**Run 1: I/O pins on the die edge**

Drawn at 1.5 px/um. Pins as bars across the die edge, other pins in grey.
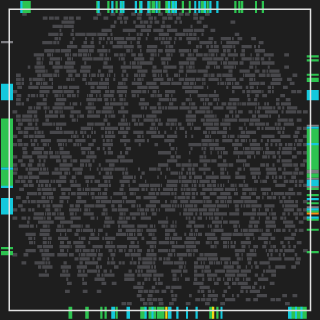
**Run 1: routed clock nets over the placement**

Drawn at 3 px/um.
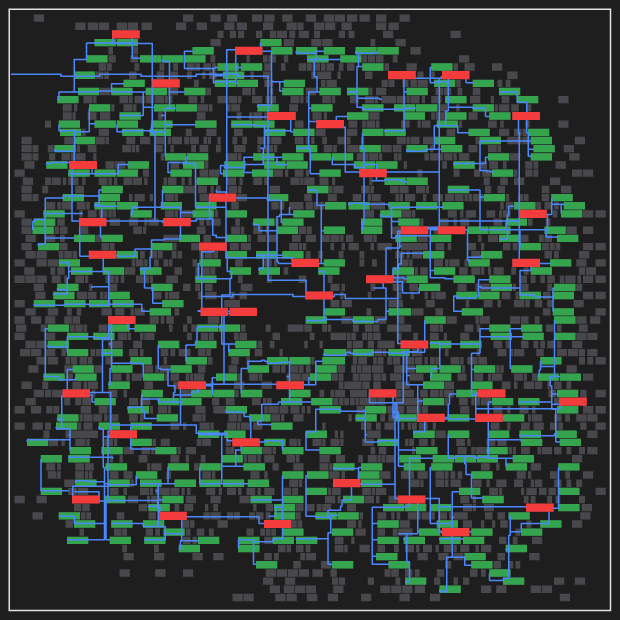
**Run 1: the metal 2 layer**

Drawn at 2 px/um. Cells faint in the background.
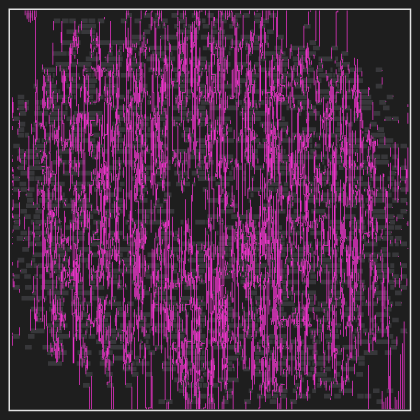
`src/rtl/rdma_dp_pkg.sv`:
```
// Shared RDMA datapath helpers: lane arithmetic and slot state shared by the
// packet segmenter and reassembler.
package rdma_dp_pkg;

   function automatic int gcd(input int a, input int b);
      int x;
      int y;
      int t;
      x = a;
      y = b;
      while (y != 0) begin
         t = y;
         y = x % y;
         x = t;
      end
      return x;
   endfunction

   function automatic int lcm(input int a, input int b);
      return (a / gcd(a, b)) * b;
   endfunction

   function automatic int lane_count(input int frame_w, input int mtu);
      return frame_w / mtu;
   endfunction

   // Index width that stays legal (>= 1 bit) for a single-lane frame.
   function automatic int idx_w(input int n);
      return (n > 1) ? $clog2(n) : 1;
   endfunction

   localparam int DEF_MTU   = 64;
   localparam int DEF_FRAME = 128;
   localparam int DEF_N     = DEF_FRAME / DEF_MTU;

   typedef struct packed {
      logic [DEF_FRAME-1:0] data;
      logic [DEF_N-1:0]     keep;
      logic                 last;
      logic                 full;
   } slot_state_t;

endpackage

```
`src/rtl/packet_reassembler_if.sv`:
```
// Inbound beat stream plus outbound DMA frame stream of the packet reassembler.
interface packet_reassembler_if
   import rdma_dp_pkg::*;
#(
   parameter int MTU            = 64,
   parameter int AXI_FRAME_SIZE = 128
);
   localparam int N = lane_count(AXI_FRAME_SIZE, MTU);

   logic [MTU-1:0]            iPKT_DATA;
   logic                      iVALID;
   logic                      iLAST;
   logic                      oREADY;
   logic [AXI_FRAME_SIZE-1:0] oDMA_DATA;
   logic [N-1:0]              oKEEP;
   logic                      oLAST;
   logic                      oVALID;
   logic                      iREADY;

   modport master (
      output iPKT_DATA, iVALID, iLAST, iREADY,
      input  oREADY, oDMA_DATA, oKEEP, oLAST, oVALID
   );

   modport slave (
      input  iPKT_DATA, iVALID, iLAST, iREADY,
      output oREADY, oDMA_DATA, oKEEP, oLAST, oVALID
   );
endinterface

```
`src/rtl/reassembly_slot.sv`:
```
// One frame slot: lane-addressed write, full/last flags, cleared to zero on drain
// so unwritten lanes of a short frame read back as padding.
module reassembly_slot
   import rdma_dp_pkg::*;
#(
   parameter int MTU            = 64,
   parameter int AXI_FRAME_SIZE = 128,
   localparam int N             = lane_count(AXI_FRAME_SIZE, MTU),
   localparam int LW            = idx_w(N)
) (
   input  logic                      iClk,
   input  logic                      iRst,
   input  logic                      iWr,
   input  logic [LW-1:0]             iLane,
   input  logic [MTU-1:0]            iData,
   input  logic                      iClose,
   input  logic                      iLast,
   input  logic                      iDrain,
   output logic [AXI_FRAME_SIZE-1:0] oData,
   output logic [N-1:0]              oKeep,
   output logic                      oLast,
   output logic                      oFull
);

   logic [AXI_FRAME_SIZE-1:0] data_q, data_d;
   logic [N-1:0]              keep_q, keep_d;
   logic                      last_q, last_d;
   logic                      full_q, full_d;

   always_comb begin
      data_d = data_q;
      keep_d = keep_q;
      last_d = last_q;
      full_d = full_q;
      if (iDrain) begin
         data_d = '0;
         keep_d = '0;
         last_d = 1'b0;
         full_d = 1'b0;
      end
      if (iWr) begin
         data_d[iLane*MTU +: MTU] = iData;
         keep_d[iLane]            = 1'b1;
         if (iClose) begin
            full_d = 1'b1;
            last_d = iLast;
         end
      end
   end

   always_ff @(posedge iClk) begin
      if (iRst) begin
         data_q <= '0;
         keep_q <= '0;
         last_q <= 1'b0;
         full_q <= 1'b0;
      end else begin
         data_q <= data_d;
         keep_q <= keep_d;
         last_q <= last_d;
         full_q <= full_d;
      end
   end

   assign oData = data_q;
   assign oKeep = keep_q;
   assign oLast = last_q;
   assign oFull = full_q;

endmodule

```
`src/rtl/packet_reassembler.sv`:
```
// Packs MTU-wide beats into AXI_FRAME_SIZE-wide DMA frames through two ping-pong
// slots and a registered output stage; iLAST closes a frame early.
module packet_reassembler
   import rdma_dp_pkg::*;
#(
   parameter int MTU            = 64,
   parameter int AXI_FRAME_SIZE = 128
) (
   input  logic                  iClk,
   input  logic                  iRst,
   packet_reassembler_if.slave   bus
);

   localparam int N  = lane_count(AXI_FRAME_SIZE, MTU);
   localparam int LW = idx_w(N);

   if (AXI_FRAME_SIZE < MTU || lcm(MTU, AXI_FRAME_SIZE) != AXI_FRAME_SIZE) begin : g_bad_cfg
      $error("packet_reassembler: AXI_FRAME_SIZE must be an integer multiple of MTU");
   end

   logic                      wr_slot_q, wr_slot_d;
   logic                      rd_slot_q, rd_slot_d;
   logic [LW-1:0]             lane_cnt_q, lane_cnt_d;
   logic [AXI_FRAME_SIZE-1:0] dma_data_q, dma_data_d;
   logic [N-1:0]              keep_q, keep_d;
   logic                      last_q, last_d;
   logic                      valid_q, valid_d;

   logic [1:0]                slot_wr;
   logic [1:0]                slot_drain;
   logic [AXI_FRAME_SIZE-1:0] slot_data [2];
   logic [N-1:0]              slot_keep [2];
   logic                      slot_last [2];
   logic                      slot_full [2];

   logic oready;
   logic accept;
   logic close;
   logic out_free;

   // Ready depends only on registered slot state, never on iVALID.
   assign oready   = !slot_full[wr_slot_q];
   assign accept   = bus.iVALID && oready;
   assign close    = accept && ((lane_cnt_q == LW'(N-1)) || bus.iLAST);
   assign out_free = !valid_q || bus.iREADY;

   for (genvar s = 0; s < 2; s++) begin : g_slot
      reassembly_slot #(
         .MTU            (MTU),
         .AXI_FRAME_SIZE (AXI_FRAME_SIZE)
      ) u_slot (
         .iClk   (iClk),
         .iRst   (iRst),
         .iWr    (slot_wr[s]),
         .iLane  (lane_cnt_q),
         .iData  (bus.iPKT_DATA),
         .iClose (close),
         .iLast  (bus.iLAST),
         .iDrain (slot_drain[s]),
         .oData  (slot_data[s]),
         .oKeep  (slot_keep[s]),
         .oLast  (slot_last[s]),
         .oFull  (slot_full[s])
      );
   end

   always_comb begin
      wr_slot_d  = wr_slot_q;
      rd_slot_d  = rd_slot_q;
      lane_cnt_d = lane_cnt_q;
      dma_data_d = dma_data_q;
      keep_d     = keep_q;
      last_d     = last_q;
      valid_d    = valid_q;
      slot_wr    = 2'b00;
      slot_drain = 2'b00;

      if (accept) begin
         slot_wr[wr_slot_q] = 1'b1;
         if (close) begin
            lane_cnt_d = '0;
            wr_slot_d  = !wr_slot_q;
         end else begin
            lane_cnt_d = lane_cnt_q + LW'(1);
         end
      end

      // Drain only looks at registered full flags, so it never hits the slot
      // being written this cycle.
      if (out_free) begin
         if (slot_full[rd_slot_q]) begin
            dma_data_d            = slot_data[rd_slot_q];
            keep_d                = slot_keep[rd_slot_q];
            last_d                = slot_last[rd_slot_q];
            valid_d               = 1'b1;
            slot_drain[rd_slot_q] = 1'b1;
            rd_slot_d             = !rd_slot_q;
         end else begin
            valid_d = 1'b0;
         end
      end
   end

   always_ff @(posedge iClk) begin
      if (iRst) begin
         wr_slot_q  <= 1'b0;
         rd_slot_q  <= 1'b0;
         lane_cnt_q <= '0;
         dma_data_q <= '0;
         keep_q     <= '0;
         last_q     <= 1'b0;
         valid_q    <= 1'b0;
      end else begin
         wr_slot_q  <= wr_slot_d;
         rd_slot_q  <= rd_slot_d;
         lane_cnt_q <= lane_cnt_d;
         dma_data_q <= dma_data_d;
         keep_q     <= keep_d;
         last_q     <= last_d;
         valid_q    <= valid_d;
      end
   end

   assign bus.oREADY    = oready;
   assign bus.oDMA_DATA = dma_data_q;
   assign bus.oKEEP     = keep_q;
   assign bus.oLAST     = last_q;
   assign bus.oVALID    = valid_q;

endmodule
```
`src/flat_wrapper.sv`:
```
// flat-port wrapper written by rule: the top's interface ports become plain ports
module packet_reassembler_flat import rdma_dp_pkg::*;
#(
   parameter int MTU            = 64,
   parameter int AXI_FRAME_SIZE = 128
)
  (iClk, iRst, bus_iPKT_DATA, bus_iVALID, bus_iLAST, bus_iREADY, bus_oREADY, bus_oDMA_DATA, bus_oKEEP, bus_oLAST, bus_oVALID);
  packet_reassembler_if #(.MTU(MTU), .AXI_FRAME_SIZE(AXI_FRAME_SIZE)) bus_i ();
  input  logic iClk;
  input  logic iRst;
  input wire logic [$bits(bus_i.iPKT_DATA)-1:0] bus_iPKT_DATA;
  input wire logic [$bits(bus_i.iVALID)-1:0] bus_iVALID;
  input wire logic [$bits(bus_i.iLAST)-1:0] bus_iLAST;
  input wire logic [$bits(bus_i.iREADY)-1:0] bus_iREADY;
  output wire logic [$bits(bus_i.oREADY)-1:0] bus_oREADY;
  output wire logic [$bits(bus_i.oDMA_DATA)-1:0] bus_oDMA_DATA;
  output wire logic [$bits(bus_i.oKEEP)-1:0] bus_oKEEP;
  output wire logic [$bits(bus_i.oLAST)-1:0] bus_oLAST;
  output wire logic [$bits(bus_i.oVALID)-1:0] bus_oVALID;
  assign bus_i.iPKT_DATA = bus_iPKT_DATA;
  assign bus_i.iVALID = bus_iVALID;
  assign bus_i.iLAST = bus_iLAST;
  assign bus_i.iREADY = bus_iREADY;
  assign bus_oREADY = bus_i.oREADY;
  assign bus_oDMA_DATA = bus_i.oDMA_DATA;
  assign bus_oKEEP = bus_i.oKEEP;
  assign bus_oLAST = bus_i.oLAST;
  assign bus_oVALID = bus_i.oVALID;
  packet_reassembler #(.MTU(MTU), .AXI_FRAME_SIZE(AXI_FRAME_SIZE)) u_core (.iClk(iClk), .iRst(iRst), .bus(bus_i));
endmodule
```
`config.mk`:
```
export PLATFORM = sky130hd
export DESIGN_NAME = packet_reassembler_flat
export DESIGN_NICKNAME = d
export VERILOG_FILES = /design/src/rtl/rdma_dp_pkg.sv /design/src/rtl/packet_reassembler_if.sv /design/src/rtl/reassembly_slot.sv /design/src/rtl/packet_reassembler.sv /design/src/flat_wrapper.sv
export SDC_FILE = /design/constraint.sdc
export NUM_CORES = 1
export LEC_CHECK = 0
export CAP_MARGIN = 20
export CORE_UTILIZATION = 40
export CTS_CLUSTER_SIZE = 25
export DETAILED_ROUTE_END_ITERATION = 6
export GPL_TIMING_DRIVEN = 0
export HOLD_SLACK_MARGIN = 0.02
export SETUP_SLACK_MARGIN = 0.2
export SLEW_MARGIN = 10
export SYNTH_ARGS = -nofsm -noshare
export SYNTH_HDL_FRONTEND = slang
export SYNTH_SLANG_ARGS = --single-unit
```
`constraint.sdc`:
```
create_clock -name iClk -period 2 [get_ports iClk]
set_input_delay 0.2 -clock iClk [delete_from_list [all_inputs] [get_ports iClk]]
set_output_delay 0.2 -clock iClk [all_outputs]
set_load 0.005 [all_outputs]
```
==> impl_metrics.tcl, run 1 <==
# place-and-route summary
set metrics [dict create \
    largest_register_ff_count 256 \
    vias 13041 \
    cp_common_cell "buf_4" \
    outcome "finished clean" \
    start_kind "flop" \
    wirelength_um 48530 \
    ys_warn_count 0 \
    crit_chain "buf_4 > buf_4 > buf_2 > mux2i_1 > a211oi_1" \
    avgViaCountPerCell 5.463 \
    largest_area_cell "dfxtp_1" \
    drt-met1-wl_um 22840 \
    switching_share 0.2493 \
    cts-root-buf "clkbuf_16" \
    fp.coreArea_sq_mm 0.03865 \
    ys_area_sq_mm 0.01567 \
    finalCritPeriodShare 0.8855 \
    use_met1 0.3332 \
    finalHoldViolations 0 \
    n_antenna_cell 0 \
    power_frac_seq 0.456 \
    grt_antenna_before_repair 1 \
    gr-max-usage-layer "met2" \
]
-- 'I/O pins on the die edge' (at the start) --
colour	port	pins	direction	edge
cyan	`bus_iPKT_DATA`	64	input	18 west, 17 north, 16 south, 13 east
green	`bus_oDMA_DATA`	128	output	35 west, 33 east, 31 south, 29 north
yellow	`bus_oKEEP`	2	output	south
orange	`bus_oVALID`	1	output	east
all pins by edge	54 west, 53 east, 49 south, 46 north
IO Port Bufs: 199
Die Wd: 199.9 um
DIE HEIGHT: 199.9 um

-- 'routed clock nets over the placement' (at the start) --
[blue] clock wires | length: 4810 um
[green] flip-flops | count: 399
[red] clock-net drivers | count: 43
routed clock nets	44

-- 'the metal 2 layer' (at the start) --
longest straight run	85.7 um
nets with wire on the layer	1622

-- run 1: final cells by class --
| class | count | area [sq um] |
|---|---|---|
| Inverter | 257 | 964.7 |
| Buffer | 165 | 903.4 |
| Multi-Input combinational cell | 760 | 5989 |
| Sequential cell | 399 | 7991 |
| Fill cell | 3566 | 18640 |
| Tap cell | 518 | 648.1 |
| Clock inverter | 9 | 73.82 |
| Clock buffer | 67 | 1329 |
| Timing Repair Buffer | 212 | 2111 |
-- run 1: worst reg2reg max path: cells and delay by family (launching register included) --
kind	cells	cell delay, ns
buffers and inverters	3	0.87
multiplexers	1	0.33
flip-flops	1	0.32
AND-OR/OR-AND	1	0.11
-- run 1: power by group through the flow --
| stage | Sequential [uW] | Clock (uW) | Combinational [uW] |
|---|---|---|---|
| floorplan | 8710 | 0 | 1300 |
| global placement | 8750 | 0 | 2320 |
| detailed placement | 8760 | 0 | 2350 |
| CTS | 8590 | 7970 | 2390 |
| global route | 8630 | 8280 | 2620 |
| finish | 8590 | 7830 | 2420 |
-- run 1: final timing paths --
check | startpoint | end | slack, ns | cells after the start
setup / recovery | u_core.rd_slot_q$_SDFFE_PP0P_ | u_core.bus.oKEEP[0]$_SDFFE_PP0P_ | 0.23 | 5
hold / removal | iRst | u_core.g_slot[0].u_slot.oLast$_SDFF_PP0_ | 0.12 | 3
setup reg to reg | u_core.rd_slot_q$_SDFFE_PP0P_ | u_core.bus.oKEEP[0]$_SDFFE_PP0P_ | 0.23 | 5
hold reg to reg | u_core.g_slot[1].u_slot.oData[66]$_SDFF_PP0_ | u_core.g_slot[1].u_slot.oData[66]$_SDFF_PP0_ | 0.47 | 2
**Run 1: cell classes on the final placement**

Drawn at 2 px/um. Fill, decap, tap and diode cells in grey.
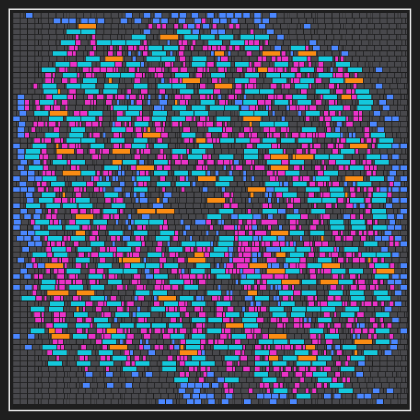

==> run 1 -> run 2 <==
--- a/config.mk
+++ b/config.mk
@@ -5,6 +5,7 @@
 export SDC_FILE = /design/constraint.sdc
 export NUM_CORES = 1
 export LEC_CHECK = 0
+export ABC_AREA = 1
 export CAP_MARGIN = 20
 export CORE_UTILIZATION = 40
 export CTS_CLUSTER_SIZE = 25
@@ -12,6 +13,7 @@
 export GPL_TIMING_DRIVEN = 0
 export HOLD_SLACK_MARGIN = 0.02
 export SETUP_SLACK_MARGIN = 0.2
+export SKIP_CTS_REPAIR_TIMING = 1
 export SLEW_MARGIN = 10
 export SYNTH_ARGS = -nofsm -noshare
 export SYNTH_HDL_FRONTEND = slang
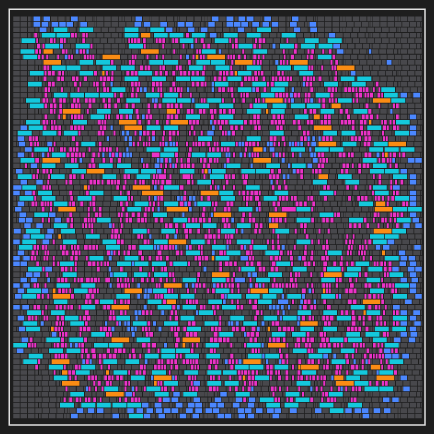
**Above:** run 2 (cell classes on the final placement).
Drawn at 2 px/um. Fill, decap, tap and diode cells in grey.
colour	class	cells	share of their area
magenta	remaining logic cells	1743	39%
orange	clock drivers and dummy loads	84	7.3%
cyan	sequential cells	399	39%
blue	remaining buffers and delay cells	422	15%
fraction of area in registers: 0.3780
final instance area: 0.02114 sq mm
Layout Utilization: 0.5131

==> impl_metrics.tcl, run 2 <==
# place-and-route summary
set metrics [dict create \
    hold-path-cell-count 3 \
    violations "design-rule violations" \
    rr_worst_depth 9 \
    pre_cts_slack_ns -0.5319 \
    fp.coreArea_sq_mm 0.04120 \
    cp_common_cell "nor2_1" \
    worstHoldEndpoint "u_core.g_slot[0].u_slot.oData[49]$_SDFF_PP0_" \
    fillers 4133 \
    r2r-end "u_core.bus.oDMA_DATA[66]$_SDFFE_PP0P_" \
    r2r_start "u_core.g_slot[0].u_slot.oFull$_SDFF_PP0_" \
    clk_path_buf_depth 3 \
    io_pins 202 \
    finalHoldViolations 0 \
    cts-root-buf "clkbuf_16" \
    ys_warn_count 0 \
    cp-endpoint "u_core.bus.oDMA_DATA[66]$_SDFFE_PP0P_" \
    regToRegSetupSlack_ns 0.25 \
    htreeDepth 2 \
    finalCritPeriodShare 0.8750 \
    drcViolationCount 11 \
    max_cap_viol_count 0 \
    start_kind "flop" \
    dpl-instance-area_sq_mm 0.01950 \
    io_buffers 201 \
    cts_tree "done" \
    die_x_um 207.1 \
    vias 17227 \
    track_usage 0.2786 \
    synth_stat.cells 2361 \
    avgViaCountPerCell 5.417 \
    wirelength_um 60780 \
    maxSlewViolCount 0 \
    largest_area_cell "dfxtp_1" \
    hold_start "bus_iPKT_DATA[49]" \
    clkTransAtPathRegs_ns 0.07 \
    crit_path_start "u_core.g_slot[0].u_slot.oFull$_SDFF_PP0_" \
    tightest_slew_ns 0.7491 \
    grt_antenna_before_repair 0 \
    largest_register_ff_count 256 \
    fin_skew_ns 0.02194 \
    drive_gt1_frac 0.08082 \
    n_antenna_cell 0 \
    holdCritPathClass "in -> reg" \
    ys_area_sq_mm 0.01682 \
    die_h_um 207.1 \
    drtIter0Drc 1602 \
    die-area_sq_mm 0.04289 \
    outcome "finished with violations" \
    min_period_ns 1.750 \
    crit_chain "inv_2 > nor2_1 > nand2_4 > nand2_8 > inv_4 > buf_8 > buf_4 > nor2_2 > nor2_1" \
]
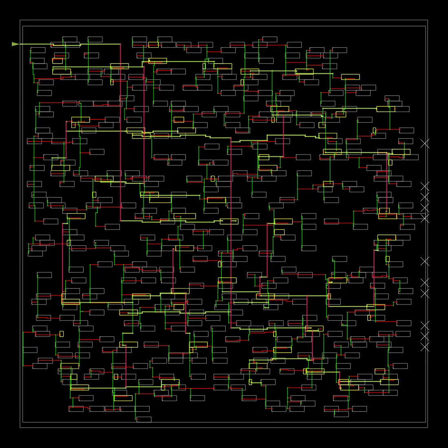
**Above:** run 2 (clock wiring as the flow saved it).
Clock Power: 8420 uW
worst skew pair latency: 0.58 ns
Num Clock Sinks: 399
Num CTS Buffers: 45

==> run 2: report_power, final <==
part / leakage [uW] / internal [uW] / total (uW) / switching (uW)
Sequential: 0.00325 / 8580 / 8920 / 340
Clock: 0.000752 / 4980 / 8420 / 3440
Combinational: 0.00425 / 1420 / 3760 / 2350
Total: 0.00825 / 15000 / 21100 / 6120
==> run 2: final cells by class <==
| class | count | area, sq um | share of cell area |
|---|---|---|---|
| buffer | 219 | 1031 | 0.04877 |
| clock buffer | 69 | 1369 | 0.06475 |
| clock inverter | 15 | 132.6 | 0.006274 |
| inverter | 208 | 790.8 | 0.03741 |
| multi-input combinational | 1535 | 7129 | 0.3373 |
| sequential | 399 | 7991 | 0.3780 |
| tap | 532 | 665.6 | 0.03149 |
| timing repair buffer | 203 | 2029 | 0.09601 |
==> run 2: layer usage <==
layer,share of wire,GRT usage,vias to the layer above
met1,0.44,0.3686,8193
met2,0.45,0.4473,607
met5,0,0,-
met4,0.043,0.1181,0
met3,0.065,0.04851,122
li1,-,-,8305
==> run 2: cells by family (layout without fill, tap and decap cells) <==
logic type | Yosys count | count (layout) | synth area share
AOI/OAI and AO/OA | 583 | 583 | 0.1734
buffers and inverters | 427 | 714 | 0.1040
and+or+nand+nor | 952 | 952 | 0.2478
DFF | 399 | 399 | 0.4748
==> run 2: per-stage QoR <==
step	instances	hold slack, ns
floorplan	2361	0.3479
global placement	3094	0.4515
detailed placement	3094	0.4553
CTS	3178	0.2969
global route	3180	0.3299
finish	3180	0.3252
==> run 2: worst max-delay path, delay by kind of cell (launching register included) <==
family	cells	cell delay (ns)
flops	1	0.39
buf+inv	4	0.51
simple gates	5	0.70
No activity file was given, so power comes from the tool's default toggle rates.
